$ cat src/rtl/nor_adder2_dual.sv
// Registered 2-bit adder with carry-in, computed on a NOR-only gate path and a behavioural
// path in parallel; the two registered results are compared and mismatches are counted.
module nor_adder2_dual #(
    parameter int          GATE_DELAY = 0,
    parameter int unsigned CNT_W      = 8
) (
    input  logic             clk,
    input  logic             rst_n,
    input  logic             in_valid,
    input  logic [1:0]       a,
    input  logic [1:0]       b,
    input  logic             cin,
    output logic             out_valid,
    output logic [1:0]       sum_nor,
    output logic             cout_nor,
    output logic [1:0]       sum_ref,
    output logic             cout_ref,
    output logic             mismatch,
    output logic             err_sticky,
    output logic [CNT_W-1:0] err_count
);

    // GATE_DELAY only models timing in simulation; the registered results never depend on it.
    if (GATE_DELAY < 0) begin : g_bad_delay
        $error("nor_adder2_dual: GATE_DELAY must be non-negative");
    end

    function automatic logic nor2(input logic x, input logic y);
        return ~(x | y);
    endfunction

    // ---------------------------------------------------------------- NOR path, bit 0
    logic b0_n1, b0_n2, b0_n3, b0_xn;
    logic b0_m1, b0_m2, b0_m3, b0_sum;
    logic b0_na, b0_nb, b0_ab, b0_nc, b0_cp, b0_cn, b0_cout;

    // sum = xnor(xnor(a, b), c); each xnor is four NORs
    assign b0_n1   = nor2(a[0], b[0]);
    assign b0_n2   = nor2(a[0], b0_n1);
    assign b0_n3   = nor2(b[0], b0_n1);
    assign b0_xn   = nor2(b0_n2, b0_n3);
    assign b0_m1   = nor2(b0_xn, cin);
    assign b0_m2   = nor2(b0_xn, b0_m1);
    assign b0_m3   = nor2(cin, b0_m1);
    assign b0_sum  = nor2(b0_m2, b0_m3);

    // carry = a&b | c&(a^b); c&(a^b) is nor(~c, xnor(a, b))
    assign b0_na   = nor2(a[0], a[0]);
    assign b0_nb   = nor2(b[0], b[0]);
    assign b0_ab   = nor2(b0_na, b0_nb);
    assign b0_nc   = nor2(cin, cin);
    assign b0_cp   = nor2(b0_nc, b0_xn);
    assign b0_cn   = nor2(b0_ab, b0_cp);
    assign b0_cout = nor2(b0_cn, b0_cn);

    // ---------------------------------------------------------------- NOR path, bit 1
    logic b1_n1, b1_n2, b1_n3, b1_xn;
    logic b1_m1, b1_m2, b1_m3, b1_sum;
    logic b1_na, b1_nb, b1_ab, b1_nc, b1_cp, b1_cn, b1_cout;

    assign b1_n1   = nor2(a[1], b[1]);
    assign b1_n2   = nor2(a[1], b1_n1);
    assign b1_n3   = nor2(b[1], b1_n1);
    assign b1_xn   = nor2(b1_n2, b1_n3);
    assign b1_m1   = nor2(b1_xn, b0_cout);
    assign b1_m2   = nor2(b1_xn, b1_m1);
    assign b1_m3   = nor2(b0_cout, b1_m1);
    assign b1_sum  = nor2(b1_m2, b1_m3);

    assign b1_na   = nor2(a[1], a[1]);
    assign b1_nb   = nor2(b[1], b[1]);
    assign b1_ab   = nor2(b1_na, b1_nb);
    assign b1_nc   = nor2(b0_cout, b0_cout);
    assign b1_cp   = nor2(b1_nc, b1_xn);
    assign b1_cn   = nor2(b1_ab, b1_cp);
    assign b1_cout = nor2(b1_cn, b1_cn);

    logic [2:0] nor_res;
    assign nor_res = {b1_cout, b1_sum, b0_sum};

    // ---------------------------------------------------------------- reference path
    logic [2:0] ref_res;
    assign ref_res = {1'b0, a} + {1'b0, b} + {2'b00, cin};

    // ---------------------------------------------------------------- registers
    logic             out_valid_d, out_valid_q;
    logic [1:0]       sum_nor_d, sum_nor_q;
    logic             cout_nor_d, cout_nor_q;
    logic [1:0]       sum_ref_d, sum_ref_q;
    logic             cout_ref_d, cout_ref_q;
    logic             mismatch_d, mismatch_q;
    logic             err_sticky_d, err_sticky_q;
    logic [CNT_W-1:0] err_count_d, err_count_q;

    always_comb begin
        out_valid_d  = in_valid;
        sum_nor_d    = sum_nor_q;
        cout_nor_d   = cout_nor_q;
        sum_ref_d    = sum_ref_q;
        cout_ref_d   = cout_ref_q;
        mismatch_d   = 1'b0;
        err_sticky_d = err_sticky_q;
        err_count_d  = err_count_q;

        if (in_valid) begin
            sum_nor_d  = nor_res[1:0];
            cout_nor_d = nor_res[2];
            sum_ref_d  = ref_res[1:0];
            cout_ref_d = ref_res[2];
            mismatch_d = (nor_res != ref_res);
        end

        // Sticky flag and counter advance on the same edge that loads mismatch
        if (mismatch_d) begin
            err_sticky_d = 1'b1;
            if (err_count_q != {CNT_W{1'b1}}) begin
                err_count_d = err_count_q + 1'b1;
            end
        end
    end

    always_ff @(posedge clk or negedge rst_n) begin
        if (!rst_n) begin
            out_valid_q  <= 1'b0;
            sum_nor_q    <= 2'b00;
            cout_nor_q   <= 1'b0;
            sum_ref_q    <= 2'b00;
            cout_ref_q   <= 1'b0;
            mismatch_q   <= 1'b0;
            err_sticky_q <= 1'b0;
            err_count_q  <= '0;
        end else begin
            out_valid_q  <= out_valid_d;
            sum_nor_q    <= sum_nor_d;
            cout_nor_q   <= cout_nor_d;
            sum_ref_q    <= sum_ref_d;
            cout_ref_q   <= cout_ref_d;
            mismatch_q   <= mismatch_d;
            err_sticky_q <= err_sticky_d;
            err_count_q  <= err_count_d;
        end
    end

    assign out_valid  = out_valid_q;
    assign sum_nor    = sum_nor_q;
    assign cout_nor   = cout_nor_q;
    assign sum_ref    = sum_ref_q;
    assign cout_ref   = cout_ref_q;
    assign mismatch   = mismatch_q;
    assign err_sticky = err_sticky_q;
    assign err_count  = err_count_q;

endmodule

$ cat config.mk
export PLATFORM = sky130hd
export DESIGN_NAME = nor_adder2_dual
export DESIGN_NICKNAME = d
export VERILOG_FILES = /design/src/rtl/nor_adder2_dual.sv
export SDC_FILE = /design/constraint.sdc
export NUM_CORES = 1
export LEC_CHECK = 0
export ABC_AREA = 1
export CAP_MARGIN = 40
export CORE_AREA = 2 2 41 43
export DETAILED_ROUTE_END_ITERATION = 16
export DIE_AREA = 0 0 43 45
export GPL_ROUTABILITY_DRIVEN = 0
export GPL_TIMING_DRIVEN = 1
export PLACE_DENSITY = 0.7
export SYNTH_ARGS = -nofsm -noshare
export SYNTH_HDL_FRONTEND = slang
export SYNTH_SLANG_ARGS = --single-unit
$ cat constraint.sdc
create_clock -name clk -period 0.8 [get_ports clk]
set_input_delay 0.12 -clock clk [delete_from_list [all_inputs] [get_ports clk]]
set_output_delay 0.12 -clock clk [all_outputs]
set_load 0.01 [all_outputs]
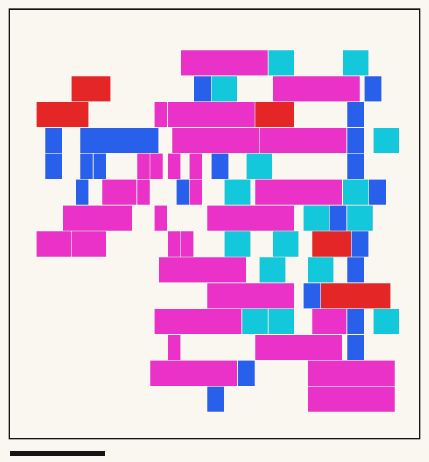
sizes.png
Scale bar: 10 um.
- blue: _2 cells (cells 22; share 30%)
- red: _6 and larger (cells 5; share 6.8%)
- cyan: _3 and _4 cells (cells 16; share 22%)
- magenta: _0 and _1 cells (cells 30; share 41%)
final instance area: 783.3 sq um
fin worst setup slack: -0.2220 ns

==> notes.md <==
run metrics: status finished, violations left, Avg Cell Area, Syn between 10 and 15 sq um, Dominant comb cell buffers and inverters, pre-CTS setup slack -1.020 ns, post-synth cell types 8, r2r startpoint sum_ref[1], share of cells above drive strength 1 roughly three fifths, post_cts resized 83, fp_density 34.44%, Post-synth regs 14, PnR Total Power 1.351 mW, GR Layer Usage met3 3.600%, met1 GRT Util 12.99%, grt total ovfl 0, Worst IR Drop VDD 0.5202 mV, clock root buffer clkbuf_4, dominant cell type by area after synthesis dfrtp_1, Sw Ratio 22.46%, Comb area 80.08 sq um, hold crit path type primary input to asynchronous set/reset pin, Non-Clock Buffer Count 38, DR top layer met3, gate count after technology mapping 44, CP cell instances buf_8, inv_8, fa_2, inv_2, fa_1, nand2_1, nand2_1, XORs/XNORs by Area 0%, synthesized-area fraction occupied by adder cells 7.901%, comb_multi_in 12, Final ANT Viol Nets 0, Seq/Total Area, Yosys 69.14%, Slowest cell on crit path fa_1, Tmin final 1.022 ns, setup total negative slack -2.064 ns, placed inst area 778.2 sq um, failing checks setup timing, met2 WL 407 um, final cell count without fillers 89, Synth warnings 0, Leading cell kind sequential cells, Worst-path clk slew 0.07 ns, max_cap viols 0, PwrDens 1724 nW/um^2, FF/Latch Area 350.3 sq um, M1 WL 363 um, Vias per Instance roughly 4.0, post-DP HPWL 630.6 um, Yosys Chip Area 506.7 sq um, Highest Clock Rate between 900 and 1000 MHz, total setup buffers inserted after CTS 5, Total Routed Length approximately 880 um, inverters 6, WL/cell 9.854 um, Setup crit start cin, most used cell, CP nand2_1, fin worst setup slack -0.2220 ns, TritonCTS clock tree done, combinational share of cell area slightly above 10%, CP Depth 7, WP data arrival 1.18 ns, reg-to-reg endpoint sum_ref[1], max reg flops 8, most used flip-flop cell dfrtp_1, clock group share of total power 25.7%, clock sinks 14, vias in the first global route 328, ao+oa area frac 0%, CP delay by family, top adder cells, Final Hold Violation Tally 0, Logic pwr share 18.5%, Yosys Instances 44, Fillers around 150, starting DRC count in detailed routing 0, Seq. pwr 0.754 mW, Ports 25, OpenROAD warnings 29, area of the core between 1000 and 1500 sq um, top power group sequential cells, buffering overhead between 30% and 40%, most frequent logic cell in the layout buf_2, die area 1935 sq um, DRC Markers 0, Lkg Pwr between 0.4 and 0.5 nW, first-pass GRT wire length 1.428 mm, Synthesized Nets between 50 and 60, chip width 43 um, fraction of area in registers 44.73%, Worst-Skew Late Latency roughly 0.26 ns, top cells by area dfrtp_1 69%, fa_1 7.9%, clkbuf_1 6.7%, nand2_1 6.7%, buf_4 4.4%, clock-cell share of area ~2.9%, DR vias between 300 and 400, reg2reg path depth 4, mux share 0%, IO buf count 24, fin nets 85, crit path DRT 0.95 ns, clk buf depth 2, worst setup path endpoint sum_ref[1], Fin Hold WS 0.1865 ns, Slew Limit Fails 0, Total GRT Usage 10.30%, Top-area cell share 69.14%, sequential share of power between 50% and 60%, Setup Viol. Count Final 20, crit path capture type flop, RSZ-0062 raised after global routing true, Synth top cell by count dfrtp_1, max incr delay on CP 0.40 ns, Simple-Gate Fraction of Synth Area 6.667%, tap cells 16, met3 wire length 106 um, H-tree Lvls 1, placed insts 78, most frequent cells in the layout 17 x buf_2, 14 x dfrtp_1, 13 x buf_4, 9 x nand2_1, final core utilization between 50% and 60%, First-pass DRT Iterations 1, CP Class primary input to flop, layout overhead on the synthesized area 54.57%, hold_buf cts 0, Post-Syn Area 506.7 sq um, top cells by count 14 x dfrtp_1, 9 x clkbuf_1, 9 x nand2_1, CP Launch Type primary input, M2 GR Usage approximately 17%, post-layout period usage 127.8%, worst path buffer plus inverter count 3, antenna violations before repair 0, Synth async-reset ratio 100.0%, Worst Path Max Fanout 1, Worst R2R Setup Slack -0.06 ns, flip-flops with a built-in enable 0, pin count of the biggest net entering global routing 15, Top Usage Layer GRT met2, Net Sw Power 0.3034 mW, cell row count 14, Internal Dissipation 1.047 mW, antenna cell count 0, combinational power 0.250 mW, Die H 45 um
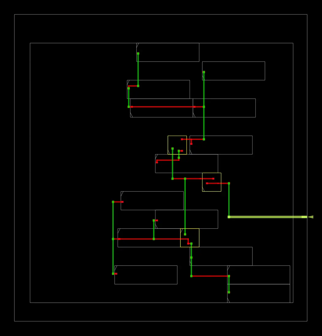
clocks.png
flop count: 14
CTS Buf Count: 3
Clock Skew: 0 ns
Clock buffer cells: 3
Clk. pwr: 0.347 mW

Power is estimated from default activity; no workload was simulated.
